`config.mk`:
```
export PLATFORM = sky130hd
export DESIGN_NAME = ps2_rx_fifo
export DESIGN_NICKNAME = d
export VERILOG_FILES = /design/src/rtl/ps2_rx_fifo.sv
export SDC_FILE = /design/constraint.sdc
export NUM_CORES = 1
export LEC_CHECK = 0
export CAP_MARGIN = 20
export CORE_ASPECT_RATIO = 0.75
export CORE_UTILIZATION = 55
export DETAILED_ROUTE_END_ITERATION = 10
export HOLD_SLACK_MARGIN = 0.12
export PLACE_DENSITY_LB_ADDON = 0.3
export REMOVE_ABC_BUFFERS = 1
export SETUP_SLACK_MARGIN = 0.05
export SLEW_MARGIN = 20
export SYNTH_ARGS = -nofsm -noshare
export SYNTH_HDL_FRONTEND = slang
export SYNTH_SLANG_ARGS = --single-unit
```
`constraint.sdc`:
```
create_clock -name clk -period 2.2 [get_ports clk]
set_input_delay 0.22 -clock clk [delete_from_list [all_inputs] [get_ports clk]]
set_output_delay 0.22 -clock clk [all_outputs]
set_load 0.02 [all_outputs]
```
`src/rtl/ps2_rx_fifo.sv`:
```
// ps2_rx_fifo: PS/2 frame receiver feeding a show-ahead scan-code FIFO
// Ports: clk system clock; rst async active-low reset; ps2_clk/ps2_data raw PS/2 lines;
//        rd_en pop request; data head entry; valid FIFO non-empty;
//        overflow sticky drop flag; frame_err one-cycle malformed/timed-out frame pulse
module ps2_rx_fifo #(
    parameter int FIFO_DEPTH  = 8,
    parameter int TIMEOUT_CYC = 20000
) (
    input  logic       clk,
    input  logic       rst,
    input  logic       ps2_clk,
    input  logic       ps2_data,
    input  logic       rd_en,
    output logic [7:0] data,
    output logic       valid,
    output logic       overflow,
    output logic       frame_err
);
    localparam int AW = $clog2(FIFO_DEPTH);
    localparam int TW = $clog2(TIMEOUT_CYC + 1);
    typedef enum logic {IDLE, RECV} state_t;
    state_t        st;
    logic          c1, c2, c3, d1, d2;
    logic [3:0]    cnt;
    logic [TW-1:0] tcnt;
    logic [9:0]    sh;
    logic          wr;
    logic [7:0]    wdat;
    logic [AW:0]   wp, rp;
    logic [7:0]    mem [FIFO_DEPTH];
    logic          fall, good, full, pop, push;
    // sh holds start..parity with start ending up in sh[0]; the stop bit is still in d2
    assign fall  = !c2 && c3;
    assign good  = !sh[0] && d2 && ^sh[9:1];
    assign valid = wp != rp;
    assign full  = (wp ^ rp) == {1'b1, {AW{1'b0}}};
    assign pop   = rd_en && valid;
    assign push  = wr && (!full || pop);
    assign data  = mem[rp[AW-1:0]];
    always_ff @(posedge clk or negedge rst) begin
        if (!rst) begin
            st        <= IDLE;
            cnt       <= '0;
            tcnt      <= '0;
            sh        <= '0;
            {c1, c2, c3, d1, d2} <= '1;
            wr        <= 1'b0;
            wdat      <= '0;
            frame_err <= 1'b0;
        end else begin
            {c1, c2, c3} <= {ps2_clk, c1, c2};
            {d1, d2}     <= {ps2_data, d1};
            wr        <= 1'b0;
            frame_err <= 1'b0;
            if (st == IDLE) begin
                tcnt <= '0;
                if (fall && !d2) begin
                    sh  <= {d2, sh[9:1]};
                    cnt <= 4'd1;
                    st  <= RECV;
                end
            end else if (fall) begin
                tcnt <= '0;
                if (cnt == 4'd10) begin
                    wr        <= good;
                    wdat      <= sh[8:1];
                    frame_err <= !good;
                    cnt       <= '0;
                    st        <= IDLE;
                end else begin
                    sh  <= {d2, sh[9:1]};
                    cnt <= cnt + 4'd1;
                end
            end else if (tcnt == TW'(TIMEOUT_CYC - 1)) begin
                tcnt      <= '0;
                cnt       <= '0;
                frame_err <= 1'b1;
                st        <= IDLE;
            end else begin
                tcnt <= tcnt + 1'b1;
            end
        end
    end
    always_ff @(posedge clk or negedge rst) begin
        if (!rst) begin
            wp       <= '0;
            rp       <= '0;
            overflow <= 1'b0;
        end else begin
            if (push) wp <= wp + 1'b1;
            if (pop) rp <= rp + 1'b1;
            if (wr && full && !pop) overflow <= 1'b1;
        end
    end
    always_ff @(posedge clk) begin
        if (push) mem[wp[AW-1:0]] <= wdat;
    end
endmodule

```
**Run 1: power grid**

Bar = 20 um. Pins as bars on the die edge.
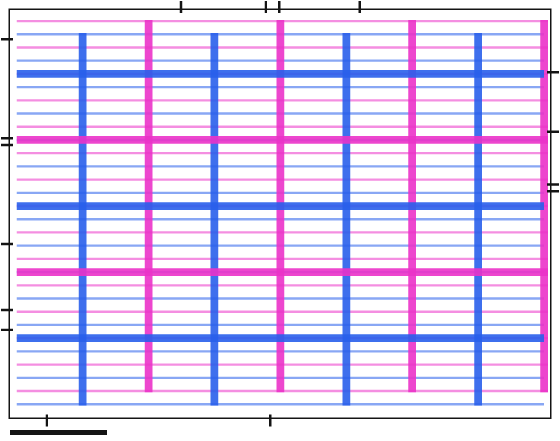
legend:
  blue:
    net: VSS
  magenta:
    net: VDD
met1 rails: 30
met4 straps: 8
signal pins: 16

**Run 1: cell classes on the final placement**

Bar = 20 um.
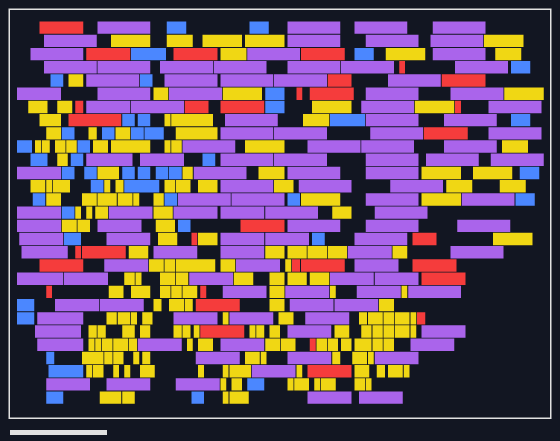
legend:
  purple:
    class: flip-flops
    cells: 118
  yellow:
    class: all other logic
    cells: 179
  red:
    class: clock drivers and dummy loads
    cells: 32
  blue:
    class: other buffers and delay cells
    cells: 46

==> Slide: Implementation Results, run 1 <==
Key Metrics from the Run

Outcome
  • Status: finished, violations left
  • Failing checks: design-rule violations, negative setup slack

Cells and area
  • Fillers: approximately 540
  • Register area: between 3000 and 4000 um^2
  • Design area: between 6000 and 7000 um^2
  • Synth-to-Final Area Change: 22.75%
  • # nets final: between 300 and 400
  • Most frequent logic cell in the layout: edfxtp_1
  • Top logic cells by instance count in the layout: edfxtp_1, dfrtp_1, buf_4
  • Logic area: ~1600 um^2
  • Diodes inserted: 0
  • Ratio of cells with drive above 1 in the final layout: 0.3147

Worst setup path
  • Setup crit start kind: flop
  • Max stage delay on crit path: around 490 ps
  • CP Capture Type: primary output
  • Critical Path RT: between 1500 and 2000 ps
  • Worst path cell trace: buf_12, buf_4, mux4_2, mux2_4, buf_6
  • Worst EP arrival: between 2000 and 2500 ps
  • Crit path kind: flop to primary output
  • CP Max Fanout: 7
  • CP max-delay cell: mux4_2

STA
  • Final Max Tran Viols: 0
  • Slew @ Worst Pin: ~620 ps
  • Period utilization: 1.012
  • Rel. slew slack: 0.5857
  • Final Hold Violation Tally: 0
  • Final setup skew: roughly 7.2 ps
  • Fmax: ~450 MHz
  • Final Critical Period: about 2200 ps
  • Setup ws final: -26.27 ps
  • Unrepaired setup endpoints after global routing: yes
  • Setup Viol. Count Final: 5

Routing
  • Routed vias: 2735
  • Routed len/inst: between 15 and 20 um
  • Drt pass-1 iters: 7
  • # DRC: 2
  • Initial DRC Count: roughly 140
  • Via-per-instance ratio: around 5.7
  • DRT Wirelength: 9.200 mm
  • Antenna Violating Nets Remaining: 0

Pwr
  • Int Power: slightly above 5 mW
  • Cell Pwr Density: 1130 nW/um^2
  • P_sw: about 1.8 mW
  • Clock power share: 0.369
  • Switching fraction of total power: 0.2600
  • Worst IR drop on VDD: 0.001025 V
  • Gate power share: 0.238
  • Leak: approximately 2.5 nW
  • Flop pwr share: 0.393

Synthesis
  • Main synth FF type: edfxtp_1
  • Distinct lib cells: about 43
  • Syn Inst Count: between 300 and 400
  • Post-synth EDFFs: ~64
  • Largest area contributor in the netlist: edfxtp_1
  • Mapped Area: slightly below 5000 um^2
  • Synth warnings: 0
  • Synth async-reset ratio: 0.4576
  • Yosys Chip Area: 4916 um^2
  • Avg Inst Size Synth: 15.86 um^2
  • Synth top area cells: edfxtp_1, dfrtp_1, mux4_2
  • Yosys cell count: approximately 310
  • Seq share, synth: 0.6671
  • Ys flops: around 120
  • Synth top area share: 0.3909

Die
  • I/O pin count: 16
  • Pre-Place Util: 0.5741
  • Core area: 8563 um^2
  • Die Area: between 9000 and 10000 um^2
  • DIE HEIGHT: roughly 84 um
  • Rows: 29
  • Die span in x: 111.2 um

Place
  • PortBufs: 15
  • Post-place setup slack: around 4.2 ps
  • DP Area: between 5000 and 6000 um^2
  • RePlAce Congestion: slightly below 0.8
  • Dpl hpwl: 5.542 mm

Global route
  • Total congestion overflow: 0
  • Largest net degree at the start of global routing: 31
  • Total GRT Usage: 0.2245
  • Initial antenna violation count: 0
  • Vias in the first global route: roughly 2800
  • First-pass GRT wire length: approximately 15 mm

Clocking
  • Root Driver: clkbuf_16
  • Number of H-tree levels: 4
  • Clk pin slew, worst setup/hold paths: about 50 ps
  • CTS buffer count: 17
  • CTS tree: yes
  • Late-Pin Clk Latency: about 410 ps
  • Clk sinks: 118
  • Deepest clock path buffer count: 2

Run
  • Max-cap violations: 0
  • Log Warnings: 28

Hold path
  • HP Class: input port to flop
**Run 1: clock distribution**

Bar = 20 um.
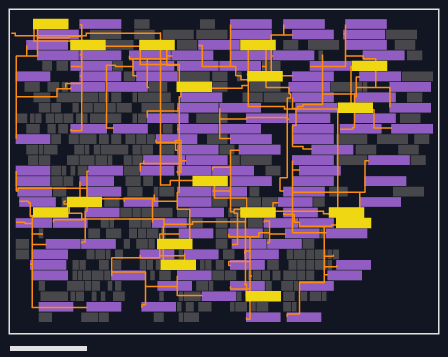
legend:
  yellow:
    item: cells driving clock nets
    count: 17
  purple:
    item: flip-flops
    count: 118
  orange:
    item: clock wires
    length: 1420 um
routed clock nets: 18

**Run 1: routed metal, one color a layer**

Two of the layers only.
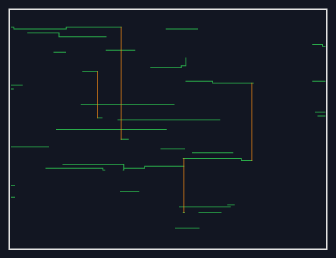
legend:
  green:
    layer: met3
    wire_length: 443 um
  orange:
    layer: met4
    wire_length: 102 um

[run 1: metal layers]
layer	track usage	vias to the layer above	share of wire
li1	-	1268	-
met1	0.3107	1401	0.46
met2	0.3307	57	0.48
met3	0.08134	9	0.048
met4	0.07985	0	0.011
met5	0	-	0
[run 1: worst paths after layout]
path | endpoint | slack, ps | from | cells after the start
setup / recovery | data[5] | -30 | rp[0] | 5
hold / removal | c1 | 230 | ps2_clk | 1
setup reg to reg | mem[4][5] | 150 | rp[0] | 7
hold reg to reg | c2 | 360 | c1 | 0
max in group asynchronous | wdat[3] | 1290 | rst | 3
min in group asynchronous | wr | 360 | rst | 2
[run 1: cells in the mapped netlist, drive strengths merged (2+ instances only)]
cell type and number:
edfxtp 64, dfrtp 49, mux2 27, nor2 22, mux4 16, xor2 16, xnor2 14, nand3 11
inv 10, nand4 8, buf 7, clkbuf 6, nor4 6, dfstp 5, ha 5, nand2 5
and4 4, and3 3, nand2b 3, o21ai 3, a21oi 2, and2 2, nand3b 2, nor2b 2
nor4b 2, o22ai 2, or2 2
[run 1: flip-flops by register name, summed over array words and instances (netlist names)]
name,count
sh,10
c1,1
mem,64
tcnt,15
frame_err,1
st,1
cnt,4
c2,1
wr,1
wdat,8
c3,1
d1,1
d2,1
overflow,1
wp,4
rp,4
[run 1: area by class of cell]
type                    instances  share of cell area
clock buffers                  27             0.08169
clock inverters                 5            0.008086
inverters                      10            0.006220
multi-input cells             169              0.2639
flip-flops and latches        118              0.5436
well taps                     108             0.02239
repair buffers                 46             0.07402
[run 1: cell families after synthesis]
| family | synth area share |
|---|---|
| buffers and inverters | 0.02113 |
| and+or+nand+nor | 0.08527 |
| adders and majority gates | 0.01273 |
| xor gates and xnor gates | 0.05803 |
| AOI/OAI and AO/OA | 0.02062 |
| muxes | 0.1351 |
| DFF | 0.6671 |
[run 1: worst max-delay path, delay by kind of cell, from the launching register on]
kind | cells | cell delay (ps)
buffers and inverters | 3 | 390
flip-flops | 1 | 420
multiplexers | 2 | 780
[run 1: power by group through the flow]
| stage | Combinational [mW] | Clock (mW) | Sequential, mW |
|---|---|---|---|
| after floorplan | 0.821 | 0 | 2.79 |
| after global routing | 1.77 | 2.67 | 2.71 |
| after detailed placement | 1.39 | 0 | 2.70 |
| final | 1.62 | 2.52 | 2.68 |
| after CTS | 1.58 | 2.54 | 2.68 |
| after global placement | 1.36 | 0 | 2.69 |
[run 1: stage by stage]
stage / TNS [ps] / power, mW / instances / util / hold WS [ps]
after floorplan: -30080 / 3.609 / 297 / - / -75.59
after global placement: 0 / 4.050 / 442 / 0.6227 / 245.4
after detailed placement: 0 / 4.097 / 442 / 0.6227 / 243.5
after CTS: -172.2 / 6.796 / 481 / 0.6986 / 223.0
after global routing: -288.8 / 7.144 / 483 / 0.7047 / 214.3
final: -80.67 / 6.819 / 483 / 0.7047 / 229.9
[run 1: repair_timing]
action	in CTS	in global routing
hold buffers	1	0
endpoints found under the hold margin	19	0
buffers inserted	5	3
pin swaps	0	0
gates resized	50	13
endpoints found under the setup margin	8	8
cloned	1	0
==> inputs of run 2 (changes only) <==
--- a/config.mk
+++ b/config.mk
@@ -7,6 +7,7 @@
 export LEC_CHECK = 0
 export CAP_MARGIN = 20
 export CORE_ASPECT_RATIO = 0.75
+export CORE_MARGIN = 2
 export CORE_UTILIZATION = 55
 export DETAILED_ROUTE_END_ITERATION = 10
 export HOLD_SLACK_MARGIN = 0.12
**Run 2: cell outlines without signal wires**

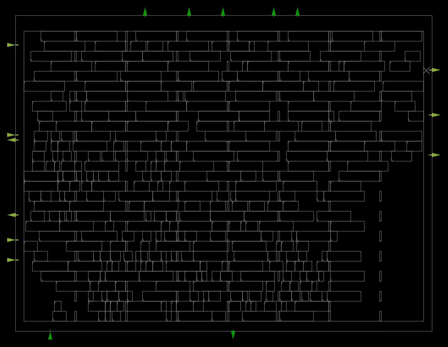
Rows: 29
Flops: 118
core area: 8563 um^2

==> Slide: Implementation Results, run 2 <==
Key Metrics from the Run

Pwr
  • Leak: 2.400 nW (-3.5%)
  • Switching fraction of total power: 0.2666 (+0.006569)
  • Gate power share: 0.220 (-0.018)
  • Cell Pwr Density: 1083 nW/um^2 (-4.2%)
  • Clock power share: 0.355 (-0.014)
  • Flop pwr share: 0.424 (+0.031)
  • Worst IR drop on VDD: 0.0006887 V (-33%)
  • Design Power: 6.350 mW (-6.9%)
  • P_sw: 1.692 mW (-4.5%)
  • Int Power: 4.657 mW (-7.7%)

Routing
  • Wl on met1: 4.224 mm (-0.98%)
  • Routed len/inst: 19.03 um (about the same)
  • Initial DRC Count: 174 (+21%)
  • DRT Wirelength: 8.963 mm (-2.6%)
  • Via-per-instance ratio: 5.682 (+0.34%)
  • # DRC: 1 (-1)
  • Top Layer Used: met4
  • Antenna Violating Nets Remaining: 0 (unchanged)
  • Drt pass-1 iters: 7 (unchanged)
  • Met3 WL post-DR: 552 um (+25%)
  • Routed vias: 2676 (-2.2%)
  • DR WL met2: 4.040 mm (-7.9%)

Global route
  • First-pass GRT wire length: 14.39 mm (-4.3%)
  • Largest net degree at the start of global routing: 23 (-26%)
  • Total congestion overflow: 0 (unchanged)
  • Total GRT Usage: 0.2040 (-0.02053)
  • Vias in the first global route: 2641 (-5.9%)
  • Initial antenna violation count: 0 (unchanged)

STA
  • Final Max Tran Viols: 0 (unchanged)
  • Period utilization: 0.9852 (-0.02672)
  • Final Critical Period: 2167 ps (-58.79 ps)
  • Setup TNS: 0 ps (+80.67 ps)
  • Setup ws final: 32.52 ps (+58.79 ps)
  • Unrepaired setup endpoints after global routing: yes
  • Final Hold Violation Tally: 0 (unchanged)
  • Fmax: 461.4 MHz (+2.7%)
  • Final hold slack: 223.4 ps (-6.486 ps)
  • Final setup skew: 8.500 ps (+1.339 ps)
  • Setup Viol. Count Final: 0 (-5)
  • Slew @ Worst Pin: 533.6 ps (-85.12 ps)
  • Rel. slew slack: 0.6439 (+0.05811)

Clocking
  • Root Driver: clkbuf_16
  • Post-CTS Setup Bufs: 0 (-5)
  • Deepest clock path buffer count: 2 (unchanged)
  • Late-Pin Clk Latency: 410 ps (about the same)
  • CTS buffer count: 17 (unchanged)
  • CTS tree: yes
  • Clk pin slew, worst setup/hold paths: 50 ps (about the same)
  • Clk sinks: 118 (unchanged)
  • Number of H-tree levels: 4 (unchanged)

Worst setup path
  • Critical Path RT: 1980 ps (about the same)
  • CP max-delay cell: mux4_2
  • Crit path kind: flop to primary output
  • CP Capture Type: primary output
  • CP Max Fanout: 8 (+1)
  • Worst path cell trace: clkbuf_16, mux4_2, mux2_4, buf_6
  • Worst EP arrival: 1950 ps (-60 ps)
  • Max stage delay on crit path: 490 ps (about the same)
  • Setup crit start kind: flop

Synthesis
  • Synth cell count leaders: edfxtp_1, dfrtp_1, mux2_2, nor2_1
  • Yosys cell count: 310 (unchanged)
  • Synth top area cells: edfxtp_1, dfrtp_1, mux4_2
  • Synth async-reset ratio: 0.4576 (unchanged)
  • Mapped Area: 4916 um^2 (unchanged)
  • Avg Inst Size Synth: 15.86 um^2 (unchanged)
  • Synth warnings: 0 (unchanged)
  • Seq share, synth: 0.6671 (unchanged)
  • Count leader, synth: edfxtp_1
  • Largest area contributor in the netlist: edfxtp_1
  • Synth top area share: 0.3909 (unchanged)
  • Post-synth EDFFs: 64 (unchanged)
  • Syn Inst Count: 310 (unchanged)
  • Main synth FF type: edfxtp_1
  • Distinct lib cells: 43 (unchanged)
  • Ys flops: 118 (unchanged)
  • Yosys Chip Area: 4916 um^2 (unchanged)

Cells and area
  • Design area: 5864 um^2 (-2.8%)
  • Top logic cells by instance count in the layout: edfxtp_1, dfrtp_1, nor2_1
  • Diodes inserted: 0 (unchanged)
  • Most frequent logic cell in the layout: edfxtp_1
  • Largest register FFs: 64 (unchanged)
  • Fin util: 0.6848 (-0.01987)
  • Layout Cells excl Fill: 471 (-2.5%)
  • Ratio of cells with drive above 1 in the final layout: 0.2837 (-0.03092)
  • Synth-to-Final Area Change: 19.29%
  • # nets final: 361 (-3.0%)

Die
  • DIE HEIGHT: 85.88 um (+2.4%)
  • Pre-Place Util: 0.5741 (unchanged)
  • Die Area: 9718 um^2 (+4.2%)
  • Die span in x: 113.2 um (+1.8%)
  • I/O pin count: 16 (unchanged)

Place
  • Post-place setup slack: 51.41 ps (+47.18 ps)
  • Dpl hpwl: 5.356 mm (-3.4%)
  • Dpl cells: 438 (-0.90%)
  • PortBufs: 15 (unchanged)
  • DP Area: 5309 um^2 (-0.45%)
  • RePlAce Congestion: 0.7586 (-3.6%)

Hold path
  • HP Class: input port to flop

Run
  • Log Warnings: 28 (unchanged)
  • Max-cap violations: 0 (unchanged)

Outcome
  • Failing checks: design-rule violations
  • Status: finished, violations left
-- run 2: cell counts after synthesis --
Identical to the previous run, type by type.
-- run 2: power by group through the flow --
stage | Sequential (mW) | Combinational (mW) | Clock, mW
6_report | 2.69 | 1.40 | 2.26
4_1_cts | 2.70 | 1.40 | 2.30
3_5_place_dp | 2.71 | 1.32 | 0
3_3_place_gp | 2.70 | 1.29 | 0
5_1_grt | 2.72 | 1.53 | 2.38
2_1_floorplan | 2.79 | 0.821 | 0
-- run 2: cells by family after synthesis --
group                    after synthesis  synth area share
AND-OR/OR-AND                         14           0.02062
flip-flops                           118            0.6671
AND/OR/NAND/NOR                       76           0.08527
buffers and inverters                 23           0.02113
XOR/XNOR                              31           0.05803
adder cells (fa/ha/maj)                5           0.01273
multiplexers                          43            0.1351
-- run 2: worst paths after layout --
kind / startpoint / endpoint / slack, ps / cells after the start
min in group asynchronous: rst / st / 300 / 2
hold / removal: ps2_clk / c1 / 220 / 1
setup / recovery: rp[0] / data[2] / 30 / 4
hold reg to reg: d1 / d2 / 360 / 0
setup reg to reg: rp[0] / mem[7][6] / 210 / 5
max in group asynchronous: rst / tcnt[12] / 1260 / 3
-- run 2: critical path, delay by kind of cell, from the launching register on --
kind	cells	cell delay, ps
flops	1	440
mux	2	770
buf+inv	2	330
-- run 2: layout make-up --
type                    count  area (um^2)
multi-input cells         169         1582
flip-flops and latches    118         3281
fillers                   573         2699
well taps                 108        135.1
inverters                  10        37.54
clock inverters            10        40.04
clock buffers              21        440.4
repair buffers             35        349.1
-- run 2: per-layer routing --
layer  track usage  vias to the layer above
met1        0.3082                     1353
li1              -                     1243
met5             0                        -
met4       0.08315                        0
met2        0.2831                       67
met3       0.05724                       13
-- run 2: what timing repair did --
| item | CTS | global route |
|---|---|---|
| gates cloned | 1 | 0 |
| gates resized | 56 | 4 |
| endpoints found under the hold margin | 17 | 0 |
| hold buffers | 1 | 0 |
| endpoints found under the setup margin | 9 | 8 |
Power figures rest on the tool's default switching activity, not on a simulated workload.
